**config.mk**
```make
export PLATFORM = sky130hd
export DESIGN_NAME = reg_file_sb_flat
export DESIGN_NICKNAME = d
export VERILOG_FILES = /design/src/rtl/reg_file_sb_if.sv /design/src/rtl/reg_file_sb.sv /design/src/flat_wrapper.sv
export SDC_FILE = /design/constraint.sdc
export NUM_CORES = 1
export LEC_CHECK = 0
export CAP_MARGIN = 0
export CORE_ASPECT_RATIO = 2
export CORE_MARGIN = 5
export CORE_UTILIZATION = 55
export DETAILED_ROUTE_END_ITERATION = 12
export GPL_ROUTABILITY_DRIVEN = 1
export PLACE_DENSITY = 0.73
export SKIP_LAST_GASP = 1
export SYNTH_ARGS = -nofsm -noshare
export SYNTH_HDL_FRONTEND = slang
export SYNTH_SLANG_ARGS = --single-unit
```
**constraint.sdc**
```tcl
create_clock -name clk -period 4.8 [get_ports clk]
set_clock_uncertainty 0.1 [all_clocks]
set_input_delay 1.2 -clock clk [delete_from_list [all_inputs] [get_ports clk]]
set_output_delay 1.2 -clock clk [all_outputs]
set_load 0.01 [all_outputs]
```
**src/rtl/reg_file_sb_if.sv**
```systemverilog
// Issue/write-back bus of the scoreboarded register file: read, claim and write-back signals.
// The master side is decode/write-back; the slave side is the register file.
interface reg_file_sb_if #(
   parameter int LEN    = 32,
   parameter int ADDR_W = 5
);
   logic              rdy_in;
   logic              rd_en;
   logic [ADDR_W-1:0] rs1;
   logic [ADDR_W-1:0] rs2;
   logic              claim_en;
   logic [ADDR_W-1:0] claim_rd;
   logic              wr_en;
   logic [ADDR_W-1:0] wr_rd;
   logic [LEN-1:0]    wr_data;
   logic [LEN-1:0]    rs1_data;
   logic [LEN-1:0]    rs2_data;
   logic              rs1_busy;
   logic              rs2_busy;
   logic              init_done;

   modport master (
      output rdy_in, rd_en, rs1, rs2, claim_en, claim_rd, wr_en, wr_rd, wr_data,
      input  rs1_data, rs2_data, rs1_busy, rs2_busy, init_done
   );

   modport slave (
      input  rdy_in, rd_en, rs1, rs2, claim_en, claim_rd, wr_en, wr_rd, wr_data,
      output rs1_data, rs2_data, rs1_busy, rs2_busy, init_done
   );
endinterface

```
**src/rtl/reg_file_sb.sv**
```systemverilog
// Scoreboarded register file: two registered read ports, one write-back port, busy tracking,
// post-reset clear sweep. Define RF_BYPASS_EN to forward same-cycle write-back data to reads.
module reg_file_sb #(
   parameter int LEN      = 32,
   parameter int DEPTH    = 32,
   parameter int ADDR_W   = 5,
   parameter bit ZERO_REG = 1'b1
) (
   input  logic         clk,
   input  logic         rst_n,
   reg_file_sb_if.slave rf_if
);

   typedef enum logic {CLEAR, RUN} state_e;

   state_e            state_q;
   logic [ADDR_W-1:0] cnt_q;
   logic              init_done_q;
   logic [DEPTH-1:0]  busy_q;
   logic [DEPTH-1:0]  busy_d;
   logic [LEN-1:0]    mem_q [DEPTH];

   logic [LEN-1:0]    rs1_data_q, rs2_data_q;
   logic              rs1_busy_q, rs2_busy_q;
   logic [LEN:0]      rd1_d, rd2_d;

   logic              wr_ok;
   logic              claim_ok;
   logic              mem_we;
   logic [ADDR_W-1:0] mem_waddr;
   logic [LEN-1:0]    mem_wdata;

   function automatic logic is_zero(input logic [ADDR_W-1:0] idx);
      return ZERO_REG && (idx == '0);
   endfunction

   // Returns {busy, data} as seen by a read captured this cycle.
   function automatic logic [LEN:0] read_port(input logic [ADDR_W-1:0] idx);
      logic [LEN-1:0] data;
      logic           busy;
      data = mem_q[idx];
      busy = busy_q[idx];
`ifdef RF_BYPASS_EN
      if (wr_ok && (rf_if.wr_rd == idx)) begin
         data = rf_if.wr_data;
         busy = claim_ok && (rf_if.claim_rd == idx);
      end
`endif
      if (is_zero(idx)) begin
         data = '0;
         busy = 1'b0;
      end
      return {busy, data};
   endfunction

   assign wr_ok    = (state_q == RUN) && rf_if.wr_en && !is_zero(rf_if.wr_rd);
   assign claim_ok = (state_q == RUN) && rf_if.claim_en && !is_zero(rf_if.claim_rd);

   // Claim is applied after the write so a same-index claim leaves the entry busy.
   always_comb begin
      busy_d = busy_q;
      if (wr_ok)    busy_d[rf_if.wr_rd]    = 1'b0;
      if (claim_ok) busy_d[rf_if.claim_rd] = 1'b1;
   end

   always_comb begin
      rd1_d = read_port(rf_if.rs1);
      rd2_d = read_port(rf_if.rs2);
   end

   // Single write port shared by the clear sweep and write-back, so the array can map to RAM.
   always_comb begin
      mem_we    = 1'b0;
      mem_waddr = rf_if.wr_rd;
      mem_wdata = rf_if.wr_data;
      if (rst_n && rf_if.rdy_in) begin
         if (state_q == CLEAR) begin
            mem_we    = 1'b1;
            mem_waddr = cnt_q;
            mem_wdata = '0;
         end else if (wr_ok) begin
            mem_we    = 1'b1;
         end
      end
   end

   always_ff @(posedge clk) begin
      if (mem_we) mem_q[mem_waddr] <= mem_wdata;
   end

   always_ff @(posedge clk) begin
      if (!rst_n) begin
         state_q     <= CLEAR;
         cnt_q       <= '0;
         init_done_q <= 1'b0;
         busy_q      <= '0;
         rs1_data_q  <= '0;
         rs2_data_q  <= '0;
         rs1_busy_q  <= 1'b0;
         rs2_busy_q  <= 1'b0;
      end else if (rf_if.rdy_in) begin
         case (state_q)
            CLEAR: begin
               cnt_q <= cnt_q + 1'b1;
               if (cnt_q == ADDR_W'(DEPTH - 1)) begin
                  state_q     <= RUN;
                  init_done_q <= 1'b1;
               end
            end
            RUN: begin
               busy_q <= busy_d;
               if (rf_if.rd_en) begin
                  rs1_data_q <= rd1_d[LEN-1:0];
                  rs1_busy_q <= rd1_d[LEN];
                  rs2_data_q <= rd2_d[LEN-1:0];
                  rs2_busy_q <= rd2_d[LEN];
               end
            end
            default: state_q <= CLEAR;
         endcase
      end
   end

   assign rf_if.rs1_data  = rs1_data_q;
   assign rf_if.rs2_data  = rs2_data_q;
   assign rf_if.rs1_busy  = rs1_busy_q;
   assign rf_if.rs2_busy  = rs2_busy_q;
   assign rf_if.init_done = init_done_q;

endmodule

```
**src/flat_wrapper.sv**
```systemverilog
// flat-port wrapper written by rule: the top's interface ports become plain ports
module reg_file_sb_flat 
#(
   parameter int LEN      = 32,
   parameter int DEPTH    = 32,
   parameter int ADDR_W   = 5,
   parameter bit ZERO_REG = 1'b1
)
  (clk, rst_n, rf_if_rdy_in, rf_if_rd_en, rf_if_rs1, rf_if_rs2, rf_if_claim_en, rf_if_claim_rd, rf_if_wr_en, rf_if_wr_rd, rf_if_wr_data, rf_if_rs1_data, rf_if_rs2_data, rf_if_rs1_busy, rf_if_rs2_busy, rf_if_init_done);
  reg_file_sb_if #(.LEN(LEN), .ADDR_W(ADDR_W)) rf_if_i ();
  input  logic clk;
  input  logic rst_n;
  input wire logic [$bits(rf_if_i.rdy_in)-1:0] rf_if_rdy_in;
  input wire logic [$bits(rf_if_i.rd_en)-1:0] rf_if_rd_en;
  input wire logic [$bits(rf_if_i.rs1)-1:0] rf_if_rs1;
  input wire logic [$bits(rf_if_i.rs2)-1:0] rf_if_rs2;
  input wire logic [$bits(rf_if_i.claim_en)-1:0] rf_if_claim_en;
  input wire logic [$bits(rf_if_i.claim_rd)-1:0] rf_if_claim_rd;
  input wire logic [$bits(rf_if_i.wr_en)-1:0] rf_if_wr_en;
  input wire logic [$bits(rf_if_i.wr_rd)-1:0] rf_if_wr_rd;
  input wire logic [$bits(rf_if_i.wr_data)-1:0] rf_if_wr_data;
  output wire logic [$bits(rf_if_i.rs1_data)-1:0] rf_if_rs1_data;
  output wire logic [$bits(rf_if_i.rs2_data)-1:0] rf_if_rs2_data;
  output wire logic [$bits(rf_if_i.rs1_busy)-1:0] rf_if_rs1_busy;
  output wire logic [$bits(rf_if_i.rs2_busy)-1:0] rf_if_rs2_busy;
  output wire logic [$bits(rf_if_i.init_done)-1:0] rf_if_init_done;
  assign rf_if_i.rdy_in = rf_if_rdy_in;
  assign rf_if_i.rd_en = rf_if_rd_en;
  assign rf_if_i.rs1 = rf_if_rs1;
  assign rf_if_i.rs2 = rf_if_rs2;
  assign rf_if_i.claim_en = rf_if_claim_en;
  assign rf_if_i.claim_rd = rf_if_claim_rd;
  assign rf_if_i.wr_en = rf_if_wr_en;
  assign rf_if_i.wr_rd = rf_if_wr_rd;
  assign rf_if_i.wr_data = rf_if_wr_data;
  assign rf_if_rs1_data = rf_if_i.rs1_data;
  assign rf_if_rs2_data = rf_if_i.rs2_data;
  assign rf_if_rs1_busy = rf_if_i.rs1_busy;
  assign rf_if_rs2_busy = rf_if_i.rs2_busy;
  assign rf_if_init_done = rf_if_i.init_done;
  reg_file_sb #(.LEN(LEN), .DEPTH(DEPTH), .ADDR_W(ADDR_W), .ZERO_REG(ZERO_REG)) u_core (.clk(clk), .rst_n(rst_n), .rf_if(rf_if_i));
endmodule
```
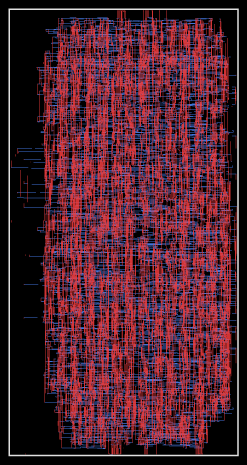
(routed metal, one color a layer)
(1 px per um) Two of the layers only.
[met2] red | wire length: 76.2 mm
[met1] blue | wire length: 50.2 mm
overall fraction of global-route tracks in use: 29.0%
via count: 29900
average wire per cell in the routed design: 35.2 um
overall routed net length: 147000 um

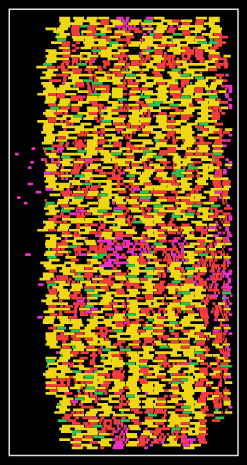
(placement by cell class)
(1 px per um)
[clock drivers and dummy loads] green | cells: 175 | share of their area: 5.6%
[other buffers and delay cells] magenta | cells: 258 | share of their area: 4.7%
[all other logic] red | cells: 1394 | share of their area: 32%
[flip-flops] yellow | cells: 1129 | share of their area: 58%
core box area: 93900 sq um
sequential share of cell area: 56.3%
Std-Cell Rows: 159
fraction of the core area covered by cells at the end of the flow: 62.2%

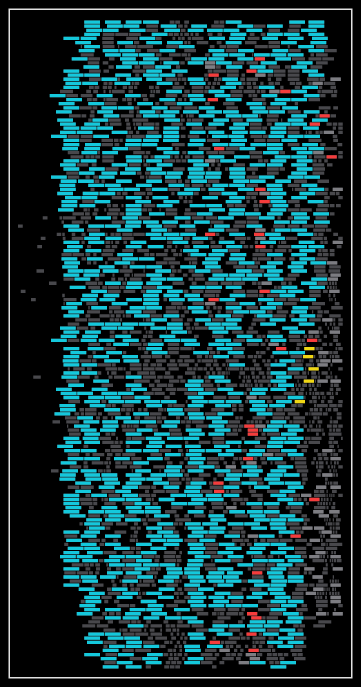
(sequential cells grouped by signal name)
(1.5 px per um) Other sequential cells in the stronger gray, the rest of the logic in the fainter gray.
[`u_core.cnt_q`] yellow | sequential cells: 5 | where: middle right
[`u_core.rf_if.rs1_data`] red | sequential cells: 32
[`u_core.mem_q`] cyan | sequential cells: 1024
register area: 32900 sq um
Sequential Power: 10800 uW

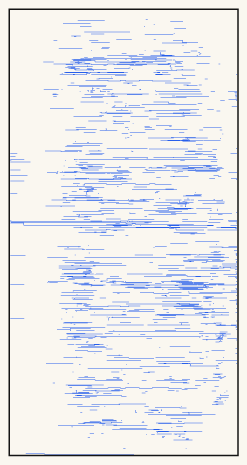
(met3 routing)
(1 px per um)
main direction: horizontal
nets with wire on the layer: 475
longest straight run: 139 um
GR Layer Usage met3: 6.55%

==> report_table.html <==
<h3>Flow metrics</h3>
<table>
<tr><th>Metric</th><th>Value</th></tr>
<tr><th colspan="2">Route</th></tr>
<tr><td>DRT iter0 DRCs</td><td>3484</td></tr>
<tr><td>Post-DRT Antenna Nets</td><td>0</td></tr>
<tr><td>Detailed Routing Iterations Pass 1</td><td>8</td></tr>
<tr><td>Vias/cell</td><td>7.18</td></tr>
<tr><td># DRC</td><td>0</td></tr>
<tr><th colspan="2">GRT</th></tr>
<tr><td>Overflow left after global routing</td><td>0</td></tr>
<tr><td>Via count of the first global-routing pass</td><td>31700</td></tr>
<tr><td>Number of antenna violations at the first check in global routing</td><td>6</td></tr>
<tr><td>Maximum number of pins on one net before global-route repair</td><td>79</td></tr>
<tr><td>Wire length of the first global-routing pass</td><td>214000 um</td></tr>
<tr><th colspan="2">STA</th></tr>
<tr><td>Setup repair after global routing missed its margin</td><td>no</td></tr>
<tr><td>Slew Limit Headroom</td><td>9.59%</td></tr>
<tr><td>Actual slew at the worst max-slew pin</td><td>1.36 ns</td></tr>
<tr><td>Min cycle time layout</td><td>3.70 ns</td></tr>
<tr><td>Final period utilization</td><td>77.1%</td></tr>
<tr><td>Peak clock frequency supported by timing</td><td>270 MHz</td></tr>
<tr><td>Hold Violations, Final</td><td>0</td></tr>
<tr><td>Setup Viol. Count Final</td><td>0</td></tr>
<tr><td>Worst hold margin</td><td>0.390 ns</td></tr>
<tr><td>Summed negative setup slack over all endpoints</td><td>0 ns</td></tr>
<tr><td>Final Slew Violations</td><td>0</td></tr>
<tr><th colspan="2">Clocking</th></tr>
<tr><td>Max Root-Sink Buffers</td><td>3</td></tr>
<tr><td>CTS resizes</td><td>0</td></tr>
<tr><td>Hold buffer count at cts</td><td>0</td></tr>
<tr><td>Clock slew at the register clock pins of the worst setup and hold paths</td><td>0.07 ns</td></tr>
<tr><td>Count of clock tree sinks</td><td>1129</td></tr>
<tr><td>Buffer cell driving the clock tree root</td><td>sky130_fd_sc_hd__clkbuf_16</td></tr>
<tr><td>Post-CTS setup-driven buffer insertion count</td><td>0</td></tr>
<tr><td>Clock insertion delay at the later pin of the skew report</td><td>0.70 ns</td></tr>
<tr><td>Clock tree from TritonCTS</td><td>done</td></tr>
<tr><td>Cts bufs inserted</td><td>95</td></tr>
<tr><td>Depth of the CTS H-tree</td><td>3</td></tr>
<tr><th colspan="2">Worst setup path</th></tr>
<tr><td>Worst path buffer plus inverter count</td><td>2</td></tr>
<tr><td>Critical Path Sink Type</td><td>register</td></tr>
<tr><td>Crit-path slowest cell</td><td>sky130_fd_sc_hd__o21ai_0</td></tr>
<tr><td>Startpoint kind of the worst setup timing path</td><td>primary input</td></tr>
<tr><td>Largest fanout of any net on the critical path</td><td>18</td></tr>
<tr><td>CP required</td><td>5.10 ns</td></tr>
<tr><td>Launching instance or port of the critical path</td><td>rst_n</td></tr>
<tr><td>Critical path, cell by cell</td><td>clkdlybuf4s50_1, nand3b_1, nor3b_1, o21ai_0, nor2_4, buf_4</td></tr>
<tr><td>Worst R2R Setup Slack</td><td>1.60 ns</td></tr>
<tr><td>Category of cells accounting for the largest share of critical-path delay</td><td>AND-OR/OR-AND gates</td></tr>
<tr><td>Endpoint of the most critical setup path</td><td>u_core.mem_q[0][13]$_DFFE_PP_</td></tr>
<tr><td>Worst reg2reg endpoint</td><td>u_core.mem_q[4][18]$_DFFE_PP_</td></tr>
<tr><td>Number of gates on the worst path with buffers counted</td><td>6</td></tr>
<tr><td>Crit path kind</td><td>in2reg</td></tr>
<tr><td>Critical path arrival</td><td>4.01 ns</td></tr>
<tr><td>Reg-to-Reg Start</td><td>u_core.state_q$_SDFFE_PN0P_</td></tr>
<tr><td>Highest cell delay on the worst timing path</td><td>1.02 ns</td></tr>
<tr><td>Length in cells of the worst reg-to-reg path</td><td>3</td></tr>
<tr><th colspan="2">Min path</th></tr>
<tr><td>Hold Path Class</td><td>reg2reg</td></tr>
<tr><td>Cell depth of the worst hold path</td><td>2</td></tr>
<tr><td>Hold path start</td><td>u_core.busy_q[3]$_SDFFE_PN0P_</td></tr>
<tr><td>Worst hold endpoint</td><td>u_core.busy_q[3]$_SDFFE_PN0P_</td></tr>
<tr><th colspan="2">Flow run</th></tr>
<tr><td>Tool warnings</td><td>27</td></tr>
<tr><td>Maximum Capacitance Violations</td><td>0</td></tr>
<tr><th colspan="2">Synth</th></tr>
<tr><td>Top cells by instance count after synthesis</td><td>1024 x sky130_fd_sc_hd__edfxtp_1, 462 x sky130_fd_sc_hd__mux4_2, 205 x sky130_fd_sc_hd__mux2i_1</td></tr>
<tr><td>Count of library flops with an enable pin</td><td>1024</td></tr>
<tr><td>Mean post-synth cell area</td><td>19.0 sq um</td></tr>
<tr><td>Post-synthesis sequential area ratio</td><td>63.2%</td></tr>
<tr><td>Number of distinct library cell variants in the gate-level netlist after synthesis</td><td>47</td></tr>
<tr><td>Gate count of the mapped netlist</td><td>2734</td></tr>
<tr><td>Dominant Register Cell</td><td>sky130_fd_sc_hd__edfxtp_1</td></tr>
<tr><td>Largest area contributor in the netlist</td><td>sky130_fd_sc_hd__edfxtp_1</td></tr>
<tr><td>Share of flip-flops with an asynchronous set or reset after synthesis</td><td>0%</td></tr>
<tr><td>Seq cells post-synth</td><td>1129</td></tr>
<tr><td>Most common cell in the netlist</td><td>sky130_fd_sc_hd__edfxtp_1</td></tr>
<tr><td>Area contributors post-synth</td><td>sky130_fd_sc_hd__edfxtp_1 59%, sky130_fd_sc_hd__mux4_2 20%, sky130_fd_sc_hd__dfxtp_1 4.0%</td></tr>
<tr><td>Area of the mapped netlist</td><td>52000 sq um</td></tr>
<tr><td>Number of standard cells reported by yosys</td><td>2734</td></tr>
<tr><td>Share of the synthesized area in the top cell type</td><td>59.2%</td></tr>
<tr><td>Yosys warns</td><td>0</td></tr>
<tr><td>Chip area in the Yosys report</td><td>52000 sq um</td></tr>
<tr><td>Post-synth net total</td><td>2794</td></tr>
<tr><th colspan="2">Final layout</th></tr>
<tr><td>Most common logic cell in the routed design</td><td>sky130_fd_sc_hd__edfxtp_1</td></tr>
<tr><td>Area added between synthesis and finish</td><td>12.4%</td></tr>
<tr><td>Number of fill cells in the layout</td><td>6477</td></tr>
<tr><td>Ratio of cells with drive above 1 in the final layout</td><td>31.3%</td></tr>
<tr><td># nets final</td><td>2938</td></tr>
<tr><td>Top logic cells by instance count in the layout</td><td>1024 x sky130_fd_sc_hd__edfxtp_1, 462 x sky130_fd_sc_hd__mux4_2, 205 x sky130_fd_sc_hd__mux2i_1</td></tr>
<tr><th colspan="2">Place</th></tr>
<tr><td>Gpl congestion</td><td>0.960</td></tr>
<tr><td>Count of input and output buffers</td><td>124</td></tr>
<tr><td>Detailed placement HPWL</td><td>92400 um</td></tr>
<tr><th colspan="2">Power and ir drop</th></tr>
<tr><td>PwrDens</td><td>348 nW/um^2</td></tr>
<tr><td>Leakage power</td><td>0.0185 uW</td></tr>
<tr><td>Peak ir drop on the vdd network</td><td>270 uV</td></tr>
<tr><th colspan="2">Floorplan</th></tr>
<tr><td>Top-Level Pins</td><td>125</td></tr>
<tr><td>Die span in x</td><td>227 um</td></tr>
<tr><td>Die height</td><td>445 um</td></tr>
<tr><td>Floorplan die area</td><td>101000 sq um</td></tr>
<tr><td>Floorplan core density</td><td>55.3%</td></tr>
<tr><th colspan="2">Outcome</th></tr>
<tr><td>Status</td><td>complete, no violations</td></tr>
</table>
==> per-layer routing <==
metal	share of wire [%]	vias to the layer above	track usage, %	wire, um
met1	34	15800	36.1	50200
met2	52	1754	49.6	76200
met3	9.3	368	6.55	13600
li1	-	12000	-	-
met5	0.040	-	0	58
met4	4.5	8	11.7	6540
==> through the flow <==
step                      area, sq um  setup WS (ns)  util [%]  instances  power (uW)
final                           58400           1.10      62.2       4164       20300
after global routing            58400          0.963      62.2       4164       20900
after CTS                       58400           1.23      62.2       4163       20400
after detailed placement        55200          0.497      58.8       3988       12500
after global placement          55200          0.574      58.8       3988       12500
after floorplan                 52000          0.671         -       2734       12100
==> logic make-up after synthesis <==
kind of cell | Yosys count | synth area share, %
AOI/OAI and AO/OA | 399 | 5.51
xor gates and xnor gates | 3 | 0.0506
adders and majority gates | 2 | 0.0482
buffers and inverters | 213 | 2.43
DFF | 1129 | 63.2
muxes | 801 | 26.9
and+or+nand+nor | 187 | 1.85
==> sequential cells by signal, indices dropped and copies added, names as in the netlist <==
name	cells
u_core.busy_q	32
u_core.cnt_q	5
u_core.mem_q	1024
u_core.rf_if.init_done	1
u_core.rf_if.rs1_busy	1
u_core.rf_if.rs1_data	32
u_core.rf_if.rs2_busy	1
u_core.rf_if.rs2_data	32
u_core.state_q	1
==> area by class of cell <==
type	count	area, sq um	share of cell area (%)
Antenna cell	1	2.50	0.00429
Clock buffer	123	2690	4.61
Clock inverter	52	518	0.887
Inverter	2	7.51	0.0129
Multi-Input combinational cell	1392	18100	31.0
Sequential cell	1129	32900	56.3
Tap cell	1207	1510	2.59
Timing Repair Buffer	258	2690	4.61
==> report_power, final <==
| part | switching, uW | internal [uW] |
|---|---|---|
| combinational | 866 | 642 |
| clock | 3600 | 4420 |
| sequential | 21.4 | 10800 |
| total | 4490 | 15900 |
Power figures rest on the tool's default switching activity, not on a simulated workload.
